==> config.mk <==
export PLATFORM = sky130hd
export DESIGN_NAME = axis_pkt_fifo_flat
export DESIGN_NICKNAME = d
export VERILOG_FILES = /design/src/rtl/axis_pkg.sv /design/src/rtl/axis_if.sv /design/src/rtl/axis_pkt_fifo.sv /design/src/flat_wrapper.sv
export SDC_FILE = /design/constraint.sdc
export NUM_CORES = 1
export LEC_CHECK = 0
export CORE_ASPECT_RATIO = 1.25
export CORE_MARGIN = 3
export CORE_UTILIZATION = 25
export DETAILED_ROUTE_END_ITERATION = 8
export HOLD_SLACK_MARGIN = 0.05
export PLACE_DENSITY = 0.39
export SETUP_SLACK_MARGIN = 0.1
export SYNTH_ARGS = -nofsm -noshare
export SYNTH_HDL_FRONTEND = slang
export SYNTH_SLANG_ARGS = --single-unit
export TNS_END_PERCENT = 100
==> constraint.sdc <==
create_clock -name clk -period 6.21 [get_ports clk]
set_clock_uncertainty 0.1 [all_clocks]
set_input_delay 0.9315 -clock clk [delete_from_list [all_inputs] [get_ports clk]]
set_output_delay 0.9315 -clock clk [all_outputs]
set_load 0.05 [all_outputs]
==> src/rtl/axis_pkg.sv <==
// axis_pkg: shared types for the AXI-Stream packet FIFO
package axis_pkg;
  typedef enum logic {ACCEPT, DROP} state_t;
endpackage

==> src/rtl/axis_if.sv <==
// Axis_If: ready/valid/data/last stream bundle with master and slave views
interface Axis_If #(parameter int DWIDTH = 32);
  logic              ready;
  logic              valid;
  logic              last;
  logic [DWIDTH-1:0] data;
  modport Master_Full (output valid, data, last, input ready);
  modport Slave_Full  (input valid, data, last, output ready);
endinterface

==> src/rtl/axis_pkt_fifo.sv <==
// axis_pkt_fifo: store-and-forward packet FIFO that drops packets longer than its storage
module axis_pkt_fifo
  import axis_pkg::*;
#(
  parameter int DWIDTH = 32,
  parameter int DEPTH  = 16
) (
  input  logic                     clk,
  input  logic                     reset_n,
  Axis_If.Slave_Full               data_in,
  Axis_If.Master_Full              data_out,
  output logic [$clog2(DEPTH):0]   pkt_count,
  output logic                     drop_pulse
);
  localparam int AW = $clog2(DEPTH);
  localparam int PW = AW + 1;
  localparam logic [PW-1:0] W_DEPTH = PW'(DEPTH);
  logic [DWIDTH-1:0] r_data [DEPTH];
  logic              r_last [DEPTH];
  logic [PW-1:0]     r_rd_ptr, r_wr_commit, r_wr_spec, r_cnt;
  logic              r_drop, r_rdy_en;
  state_t            r_state, w_state_nx;
  logic              w_full, w_in_hs, w_out_hs, w_wr, w_commit, w_ovf, w_rd_last;
  logic [PW-1:0]     w_partial;
  assign w_full         = (r_wr_spec - r_rd_ptr) == W_DEPTH;
  assign w_partial      = r_wr_spec - r_wr_commit;
  assign data_in.ready  = r_rdy_en && (r_state == DROP || !w_full);
  assign w_in_hs        = data_in.valid && data_in.ready;
  assign w_wr           = w_in_hs && r_state == ACCEPT;
  assign w_commit       = w_wr && data_in.last;
  assign w_ovf          = w_wr && !data_in.last && (w_partial + PW'(1)) == W_DEPTH;
  assign data_out.valid = r_cnt != '0;
  assign data_out.data  = r_data[r_rd_ptr[AW-1:0]];
  assign data_out.last  = r_last[r_rd_ptr[AW-1:0]];
  assign w_out_hs       = data_out.valid && data_out.ready;
  assign w_rd_last      = w_out_hs && data_out.last;
  assign pkt_count      = r_cnt;
  assign drop_pulse     = r_drop;
  // next state: overflow enters DROP, the discarded packet's last beat returns to ACCEPT
  always_comb begin
    w_state_nx = r_state;
    w_state_nx = (r_state == ACCEPT) ? (w_ovf ? DROP : ACCEPT)
                                     : ((w_in_hs && data_in.last) ? ACCEPT : DROP);
  end
  // state, pointers and packet count; ready stays low until the first edge out of reset
  always_ff @(posedge clk or negedge reset_n) begin
    if (!reset_n) begin
      r_state     <= ACCEPT;
      r_rd_ptr    <= '0;
      r_wr_commit <= '0;
      r_wr_spec   <= '0;
      r_cnt       <= '0;
      r_drop      <= 1'b0;
      r_rdy_en    <= 1'b0;
    end else begin
      r_state   <= w_state_nx;
      r_wr_spec <= w_ovf ? r_wr_commit : (w_wr ? r_wr_spec + PW'(1) : r_wr_spec);
      if (w_commit) r_wr_commit <= r_wr_spec + PW'(1);
      if (w_out_hs) r_rd_ptr <= r_rd_ptr + PW'(1);
      r_cnt    <= r_cnt + PW'(w_commit) - PW'(w_rd_last);
      r_drop   <= w_ovf;
      r_rdy_en <= 1'b1;
    end
  end
  // beat storage, not reset; a rolled-back beat is simply overwritten later
  always_ff @(posedge clk) begin
    if (w_wr) begin
      r_data[r_wr_spec[AW-1:0]] <= data_in.data;
      r_last[r_wr_spec[AW-1:0]] <= data_in.last;
    end
  end
endmodule

==> src/flat_wrapper.sv <==
// flat-port wrapper written by rule: the top's interface ports become plain ports
module axis_pkt_fifo_flat import axis_pkg::*;
#(
  parameter int DWIDTH = 32,
  parameter int DEPTH  = 16
)
  (clk, reset_n, pkt_count, drop_pulse, data_in_valid, data_in_data, data_in_last, data_in_ready, data_out_valid, data_out_data, data_out_last, data_out_ready);
  Axis_If #(.DWIDTH(DWIDTH)) data_in_i ();
  Axis_If #(.DWIDTH(DWIDTH)) data_out_i ();
  input  logic clk;
  input  logic reset_n;
  output logic [$clog2(DEPTH):0] pkt_count;
  output logic drop_pulse;
  input wire logic [$bits(data_in_i.valid)-1:0] data_in_valid;
  input wire logic [$bits(data_in_i.data)-1:0] data_in_data;
  input wire logic [$bits(data_in_i.last)-1:0] data_in_last;
  output wire logic [$bits(data_in_i.ready)-1:0] data_in_ready;
  output wire logic [$bits(data_out_i.valid)-1:0] data_out_valid;
  output wire logic [$bits(data_out_i.data)-1:0] data_out_data;
  output wire logic [$bits(data_out_i.last)-1:0] data_out_last;
  input wire logic [$bits(data_out_i.ready)-1:0] data_out_ready;
  assign data_in_i.valid = data_in_valid;
  assign data_in_i.data = data_in_data;
  assign data_in_i.last = data_in_last;
  assign data_in_ready = data_in_i.ready;
  assign data_out_valid = data_out_i.valid;
  assign data_out_data = data_out_i.data;
  assign data_out_last = data_out_i.last;
  assign data_out_i.ready = data_out_ready;
  axis_pkt_fifo #(.DWIDTH(DWIDTH), .DEPTH(DEPTH)) u_core (.clk(clk), .reset_n(reset_n), .data_in(data_in_i), .data_out(data_out_i), .pkt_count(pkt_count), .drop_pulse(drop_pulse));
endmodule
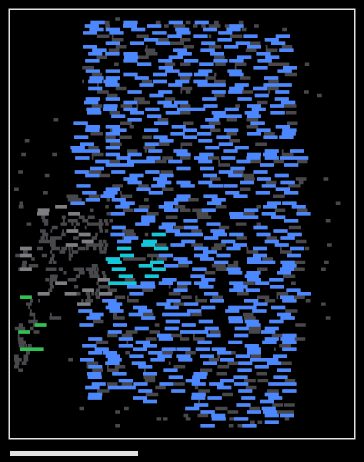
**Above:** run 1 (sequential cells grouped by signal name).
The bar under the picture is 100 µm long.
u_core.r_data: in blue, sequential cells 512. u_core.r_last: in cyan, sequential cells 16. u_core.pkt_count: in green, sequential cells 5, where bottom left.

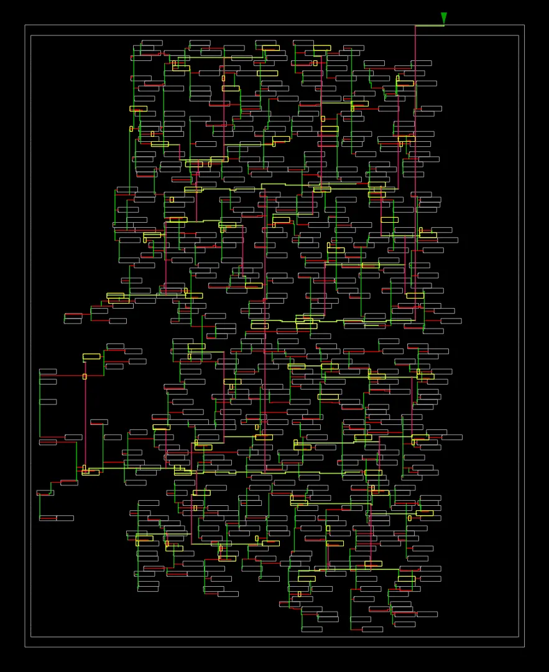
**Above:** run 1 (clock routing).
Num CTS Buffers: 57
clock buf count: 81
FF+latch count: 551
clk pwr: 3.28 mW
clock sinks: 551

==> flow_summary.yaml, run 1 <==
# flow metrics
power:
  switching_share_pct: 32.8
  p_total_mw: 11.9
  pg_comb_mw: 4.13
  seq_power_share_pct: 37.8
  combPwrFrac_pct: 34.7
  pg_seq_mw: 4.51
  irDropWorstVdd_mv: 0.300
  leakagePower_nw: 8.03
worst_setup_path:
  criticalPathCategory: "reg -> out"
  r2r_start: "u_core.r_rd_ptr[1]"
  critPathCaptureType: "output port"
  crit_path_max_fanout: 35
  reg2reg_depth: 12
  r2r-end: "u_core.pkt_count[4]"
  slowest_delay_ns: 0.94
synthesis:
  yosys_cells: 906
  ys_sh_simple_pct: 1.55
  top_area_cell: "edfxtp_1"
  yosysSeqAreaShare_pct: 76.0
  top_area_share_pct: 73.3
  ff_type: "edfxtp_1"
  ys_sh_mux_pct: 17.7
  synthTopCellsByCount: "edfxtp_1 (528), mux4_2 (142), dfrtp_1 (23), mux4_1 (23), ha_1 (22)"
  ys_seq_elements: 551
  postSynth.asyncResetShare_pct: 4.17
  netlist-cell-type-count: 51
  synth_cells: 906
  synth.net_count: 967
placement:
  placed_cell_area_um2: 23800
  dp_slack_ns: 1.90
  dpl.hpwl_mm: 25.9
  dp.cells: 2114
die:
  core_um2: 85000
  die-height_um: 335
timing:
  min_period_ns: 4.88
  rsz0062_at_grt: "no"
  fin_crit_sh_pct: 78.6
  fmax_mhz: 205
  finalWorstSetupSlack_ns: 1.33
  drv_slew: 0
  hold_ws_ns: 0.395
cts:
  path_clk_slew_ns: 0.06
  clock_tree.root_cell: "clkbuf_16"
  cts_tree: "yes"
  clkLatencyLatePin_ns: 0.60
  ctsResizeCount: 0
flow_run:
  warnings: 32
  maxCapViolations: 0
routing:
  met1_length_mm: 22.9
  vias: 9657
  routed_wl_mm: 53.1
  dr.pass1.iters: 5
  top_layer_used: "met5"
  wl_met3_mm: 2.07
grt:
  gr-total-overflow: 0
  busiest_layer: "met2"
  grt_pass1_wl_mm: 77.2
  grt_pass1_vias: 10800
  grt_max_degree: 123
layout:
  lay_top_count: "edfxtp_1"
  final_cell_mix: "edfxtp_1 (528), mux4_2 (142), clkdlybuf4s50_1 (77), clkbuf_16 (59), mux4_1 (23)"
min_path:
  whs_endpoint: "u_core.r_rd_ptr[4]"
  min_path_cells: 1
  hp-class: "reg -> reg"
  min_from: "u_core.r_rd_ptr[4]"
run_status:
  outcome: "complete, no violations"
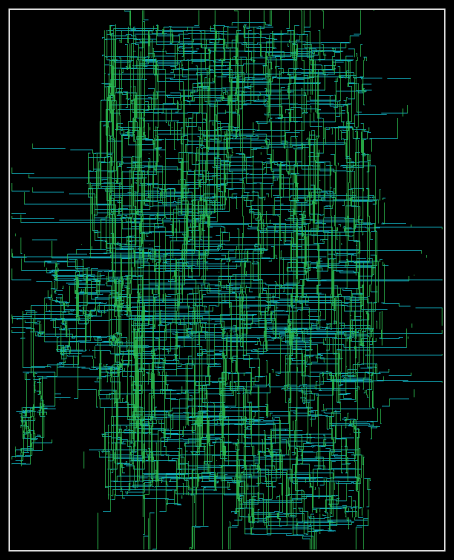
**Above:** run 1 (metal layers overlaid).
Two of the layers only.
metal 2: in green, wire length 27.0 mm. metal 1: in cyan, wire length 22.9 mm.

-- run 1: sequential cells by signal (all words and copies together) (netlist names) --
| signal | flops |
|---|---|
| u_core.r_wr_commit | 5 |
| u_core.r_wr_spec | 5 |
| u_core.r_last | 16 |
| u_core.r_state | 1 |
| u_core.r_rdy_en | 1 |
| u_core.r_rd_ptr | 5 |
| u_core.drop_pulse | 1 |
| u_core.pkt_count | 5 |
| u_core.r_data | 512 |
-- run 1: layout make-up --
cell class                 instances  area (µm²)
clock buffer                      81        1560
multi-input combinational        293        4840
clock inverter                    21         198
sequential                       551       16400
inverter                          20        76.3
timing repair buffer             101        1000
fill                            8223       59500
tap                             1149        1440
-- run 1: worst max-delay path: cells and delay by family, from the launching register on --
kind | cells | cell delay (ns)
buffers and inverters | 2 | 1.09
DFF | 1 | 0.94
muxes | 2 | 1.15
**Run 1: gate-type map**

The bar under the picture is 100 µm long.
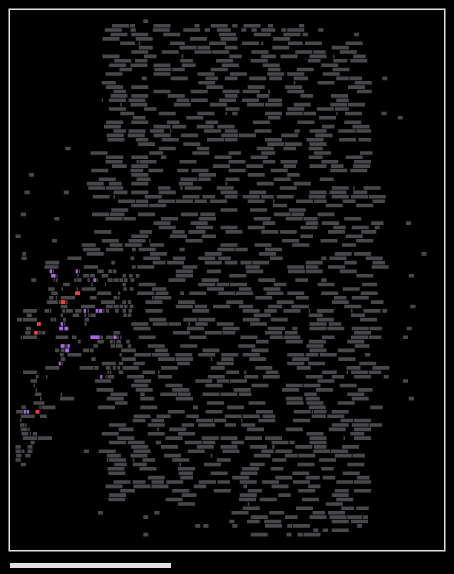

==> run 2, diff against run 1 <==
clock period = 4.95 ns   (was 6.21 ns; I/O delays follow)
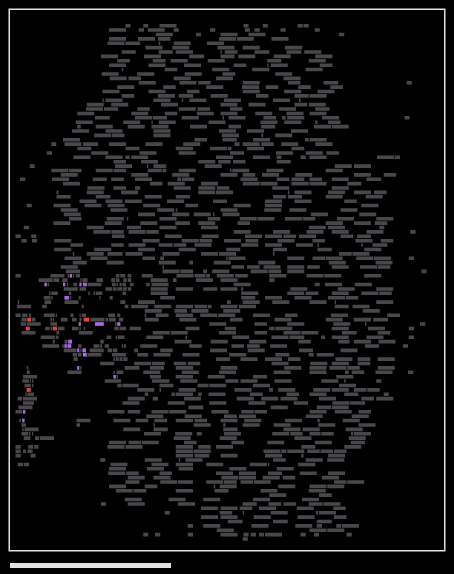
**Above:** run 2 (gate-type map).
The bar under the picture is 100 µm long.
AND-OR and OR-AND gates: in red, cells 5, where left middle. inverting AOI/OAI gates: in purple, cells 19, where left middle.

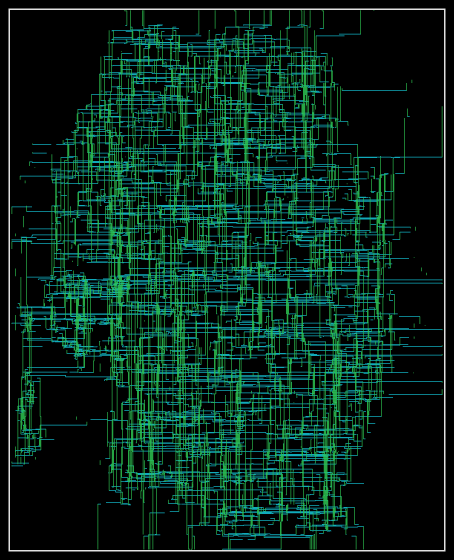
**Above:** run 2 (metal layers overlaid).
Two of the layers only.
metal 1: in cyan, wire length 23.7 mm. metal 2: in green, wire length 26.4 mm.

==> run 2 against run 1 <==
Net effect:
- first-iteration DRC count increased by 12%
- utilization grew 0.11 points
- clock power increased by 24%
- setup slack lost 0.89 ns
- critical path depth increased by 1
- combinational power grew 29%
- worst hold slack got worse by 0.0022 ns
- total power rose by 26%
- die area is the same
- non-clock buffer count increased by 8
- critical path type unchanged
==> flow_summary.yaml, run 2 <==
# flow metrics
run_status:
  outcome: "complete, no violations"
routing:
  vias: 9623
  wl_met3_mm: 2.06
  top_layer_used: "met5"
  routed_wl_mm: 53.3
worst_setup_path:
  slowest_delay_ns: 0.74
  reg2reg_depth: 12
  crit_path_max_fanout: 22
  path_delay_family: "buffers and inverters"
  criticalPathCategory: "reg -> out"
  critPathCaptureType: "output port"
  path_depth: 5
  r2r_start: "u_core.r_wr_spec[2]"
layout:
  clockBufferCount: 72
  largestClassByArea: "sequential cells"
  sh_seq_area_pct: 64.1
  nonClkBufAreaFrac_pct: 4.33
  clkCellAreaFrac_pct: 6.78
  seq_cell_count: 551
  comb.multi_input.count: 293
  regArea_um2: 16400
  lay_top_count: "edfxtp_1"
  n_fill_cell: 8194
  final_cell_mix: "edfxtp_1 (528), mux4_2 (142), clkdlybuf4s50_1 (77), clkbuf_16 (57), buf_4 (24)"
  sh_comb_area_pct: 18.9
  n_all_buffers: 109
  comb_area_um2: 4840
  largest_reg_flops: 512
grt:
  grt_max_degree: 67
  gr-total-overflow: 0
  busiest_layer: "met2"
  grt_pass1_vias: 10700
min_path:
  hp-class: "reg -> reg"
  min_path_cells: 2
  whs_endpoint: "u_core.r_wr_commit[3]"
  min_from: "u_core.r_wr_commit[3]"
cts:
  path_clk_slew_ns: 0.06
  cts_buffers: 57
  cts_tree: "yes"
  clock_tree.root_cell: "clkbuf_16"
  clkLatencyLatePin_ns: 0.62
placement:
  dp.cells: 2122
  placed_cell_area_um2: 23900
  dpl.hpwl_mm: 28.8
  dp_slack_ns: 1.00
die:
  core_um2: 85000
  taps: 1149
  die-height_um: 335
power:
  irDropWorstVdd_mv: 0.356
  p_total_mw: 15.0
  seq_power_share_pct: 37.4
  combPwrFrac_pct: 35.4
flow_run:
  maxCapViolations: 0
  warnings: 30
timing:
  fmax_mhz: 222
  rsz0062_at_grt: "no"
  min_period_ns: 4.51
  hold_ws_ns: 0.393
synthesis:
  synth.net_count: 967
  top_area_cell: "edfxtp_1"
  top_area_share_pct: 73.3
  yosys_cells: 906
  synthTopCellsByCount: "edfxtp_1 (528), mux4_2 (142), dfrtp_1 (23), mux4_1 (23), ha_1 (22)"
  ff_type: "edfxtp_1"
  ys_seq_elements: 551
  postSynth.asyncResetShare_pct: 4.17
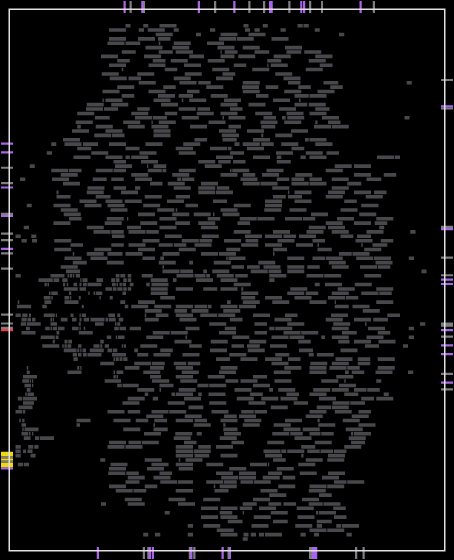
**Above:** run 2 (I/O pins on the die edge).
Pins as bars across the die edge, other pins in gray.
data_in_valid: in red, pins 1, direction input, edge left. pkt_count: in yellow, pins 5, direction output, edge left. data_in_data: in purple, pins 32, direction input, edge 9 bottom, 9 top, 8 right, 6 left.
All pins by edge: 24 left, 18 top, 18 bottom, 18 right.

## run 2: worst min-delay path: cells and delay by family, from the launching register on
kind             cells  cell delay [ns]
flip-flops           1             0.34
AND-OR/OR-AND        1             0.07
AND/OR/NAND/NOR      1             0.05
## run 2: cells by family (layout without fill, tap and decap cells)
group	Yosys count	in the layout	share of synthesized area (%)
AOI/OAI and AO/OA	24	24	0.764
xor gates and xnor gates	17	17	0.752
adders and majority gates	24	24	1.46
buffers and inverters	62	236	1.71
DFF	551	551	76.0
muxes	168	168	17.7
other	1	2	0.0173
and+or+nand+nor	59	59	1.55
## run 2: power groups by stage
stage	registers (mW)	logic [mW]	clock network (mW)
CTS	5.62	5.49	4.24
finish	5.61	5.32	4.08
floorplan	5.66	3.86	0
detailed placement	5.71	5.47	0
global route	5.64	5.71	4.40
global placement	5.71	5.47	0
**Run 2: sequential cells grouped by signal name**

The bar under the picture is 100 µm long.
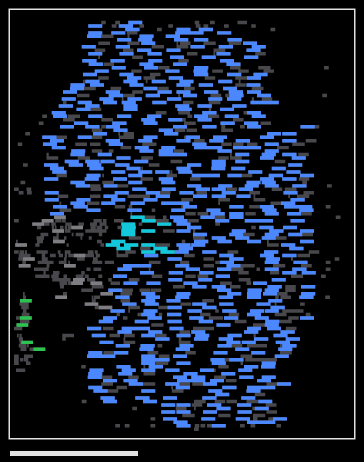

==> run 3, diff against run 2 <==
ABC_CLOCK_PERIOD_IN_PS = 4950   (was unset)
PLACE_DENSITY = 0.49   (was 0.39)
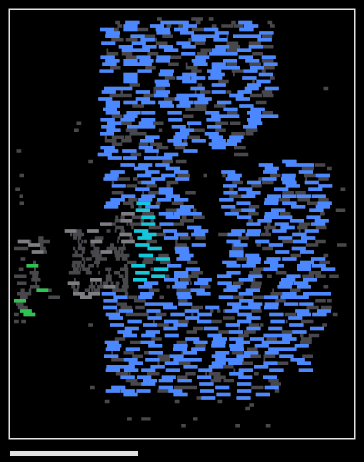
**Above:** run 3 (sequential cells grouped by signal name).
The bar under the picture is 100 µm long.
flop share of the area: 64.0%
Seq. pwr: 5.63 mW
Reg area: 16,400 µm²

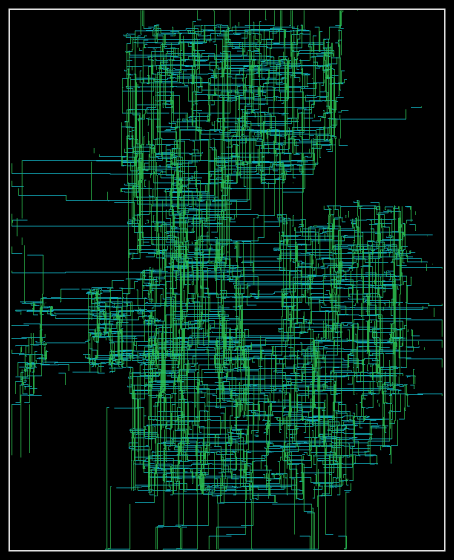
**Above:** run 3 (metal layers overlaid).
Two of the layers only.
metal 2: in green, wire length 25.7 mm. metal 1: in cyan, wire length 21.7 mm.

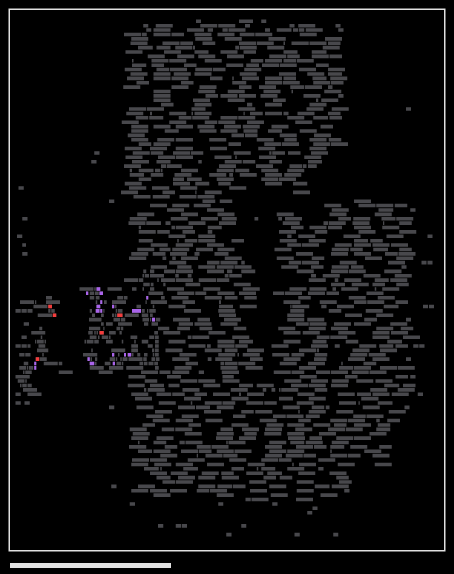
**Above:** run 3 (gate-type map).
The bar under the picture is 100 µm long.
AND-OR and OR-AND gates: in red, cells 5, where left middle. inverting AOI/OAI gates: in purple, cells 19, where left middle.

==> run 3 against run 2 <==
Net effect:
- sequential power barely moved
- clock power fell by 3%
- clock-buffer cell count fell by 4
- maximum frequency fell by 0.23%
- synthesized cell count did not move
- flip-flop count did not move
- largest cell class unchanged
- largest power group unchanged
==> flow_summary.yaml, run 3 <==
# flow metrics
run_status:
  outcome: "complete, no violations"
grt:
  busiest_layer: "met2"
  grt_pass1_vias: 10700
  grtUsageMet2_pct: 19.4
  grt_max_degree: 61
  gr-total-overflow: 0
  antenna_found_initial: 5
worst_setup_path:
  critPathCaptureType: "output port"
  path_depth: 7
  slowest_delay_ns: 0.70
  path_buffers: 2
  reg2reg_setup_slack_ns: 1.03
  cp_slowest_cell: "clkdlybuf4s50_1"
  worst_setup_path_start_kind: "register"
  required_ns: 4.11
  criticalPathCategory: "reg -> out"
  arrival_ns: 3.68
  r2r_start: "u_core.r_rd_ptr[2]"
  path_delay_family: "buffers and inverters"
  crit_path_max_fanout: 10
  crit_chain: "inv_2, ha_1, or3b_2, o22ai_1, nand4_1, o21a_1, clkdlybuf4s50_1"
  reg2reg_depth: 9
synthesis:
  topCombFamilyByArea: "multiplexers"
  synth.net_count: 967
  ff_type: "edfxtp_1"
  synth_cells: 906
  synthAdderAreaFrac_pct: 1.46
  yosysSeqAreaShare_pct: 76.0
  top_area_cell: "edfxtp_1"
  yosys_cells: 906
  ys_sh_mux_pct: 17.7
  postSynth.asyncResetShare_pct: 4.17
  synthTopCellsByArea: "edfxtp_1 (73%), mux4_2 (15%), mux4_1 (2.8%)"
  synthAoiAreaFrac_pct: 0.764
  ys_seq_elements: 551
  xor_share_pct: 0.752
  top_area_share_pct: 73.3
  edf_count: 528
  ys_sh_simple_pct: 1.55
  synthTopCellsByCount: "edfxtp_1 (528), mux4_2 (142), dfrtp_1 (23), mux4_1 (23), ha_1 (22)"
routing:
  routed_wl_mm: 50.6
  met2WireLength_mm: 25.7
  ant_nets: 0
  vias: 9698
  met1_length_mm: 21.7
  top_layer_used: "met5"
  wl_met3_mm: 2.18
  wl_per_cell_um: 22.7
  drc_errors: 0
  via_per_inst: 4.34
cts:
  clock_tree.root_cell: "clkbuf_16"
  cts_buffers: 58
  path_clk_slew_ns: 0.06
  cts_tree: "yes"
  clkLatencyLatePin_ns: 0.61
die:
  fp-row-count: 119
  die-height_um: 335
  initCoreUtil_pct: 25.4
  dieArea_um2: 90100
  core_um2: 85000
  die_w_um: 269
timing:
  finalWorstSetupSlack_ns: 0.429
  setup_viol: 0
  fin_crit_sh_pct: 91.3
  fmax_mhz: 221
  hold_ws_ns: 0.383
  min_period_ns: 4.52
  rsz0062_at_grt: "no"
layout:
  final_cell_mix: "edfxtp_1 (528), mux4_2 (142), clkdlybuf4s50_1 (77), clkbuf_16 (58), buf_4 (25)"
  post-route-util_pct: 30.2
  n_fill_cell: 8200
  areaGrowthSynthToFinish_pct: 18.8
  num-nets-final: 1096
  largest_reg_flops: 512
  lay_top_count: "edfxtp_1"
power:
  p_switching_mw: 4.92
  combPwrFrac_pct: 35.2
  irDropWorstVdd_mv: 0.268
  p_total_mw: 14.8
  p_clk_share_pct: 26.8
  seq_power_share_pct: 38.0
  power.density_nw_per_um2: 577
  switching_share_pct: 33.2
  cellInternalPower_mw: 9.91
placement:
  placed_cell_area_um2: 23900
  dpl.hpwl_mm: 27.3
  dp.cells: 2123
  dp_slack_ns: 0.861
flow_run:
  warnings: 30
  maxCapViolations: 0
min_path:
  min_path_cells: 2
  min_from: "u_core.r_wr_commit[3]"
  hp-class: "reg -> reg"
  whs_endpoint: "u_core.r_wr_commit[3]"
[run 3: cell counts after synthesis]
Identical to the previous run, type by type.
[run 3: power groups by stage]
stage	Combinational, mW	Clock [mW]	Sequential [mW]
2_1_floorplan	3.86	0	5.66
3_3_place_gp	5.27	0	5.76
3_5_place_dp	5.30	0	5.77
4_1_cts	5.32	4.13	5.67
5_1_grt	5.58	4.30	5.67
6_report	5.22	3.97	5.63
[run 3: cell type report]
class	instances	area, µm²	share of cell area, %
Sequential cell	551	16400	64.0
Multi-Input combinational cell	293	4840	18.9
Clock buffer	68	1490	5.80
Tap cell	1149	1440	5.60
Timing Repair Buffer	111	1140	4.43
Clock inverter	39	245	0.955
Inverter	20	75.1	0.292
Antenna cell	3	7.51	0.0292
Power figures rest on the tool's default switching activity, not on a simulated workload.
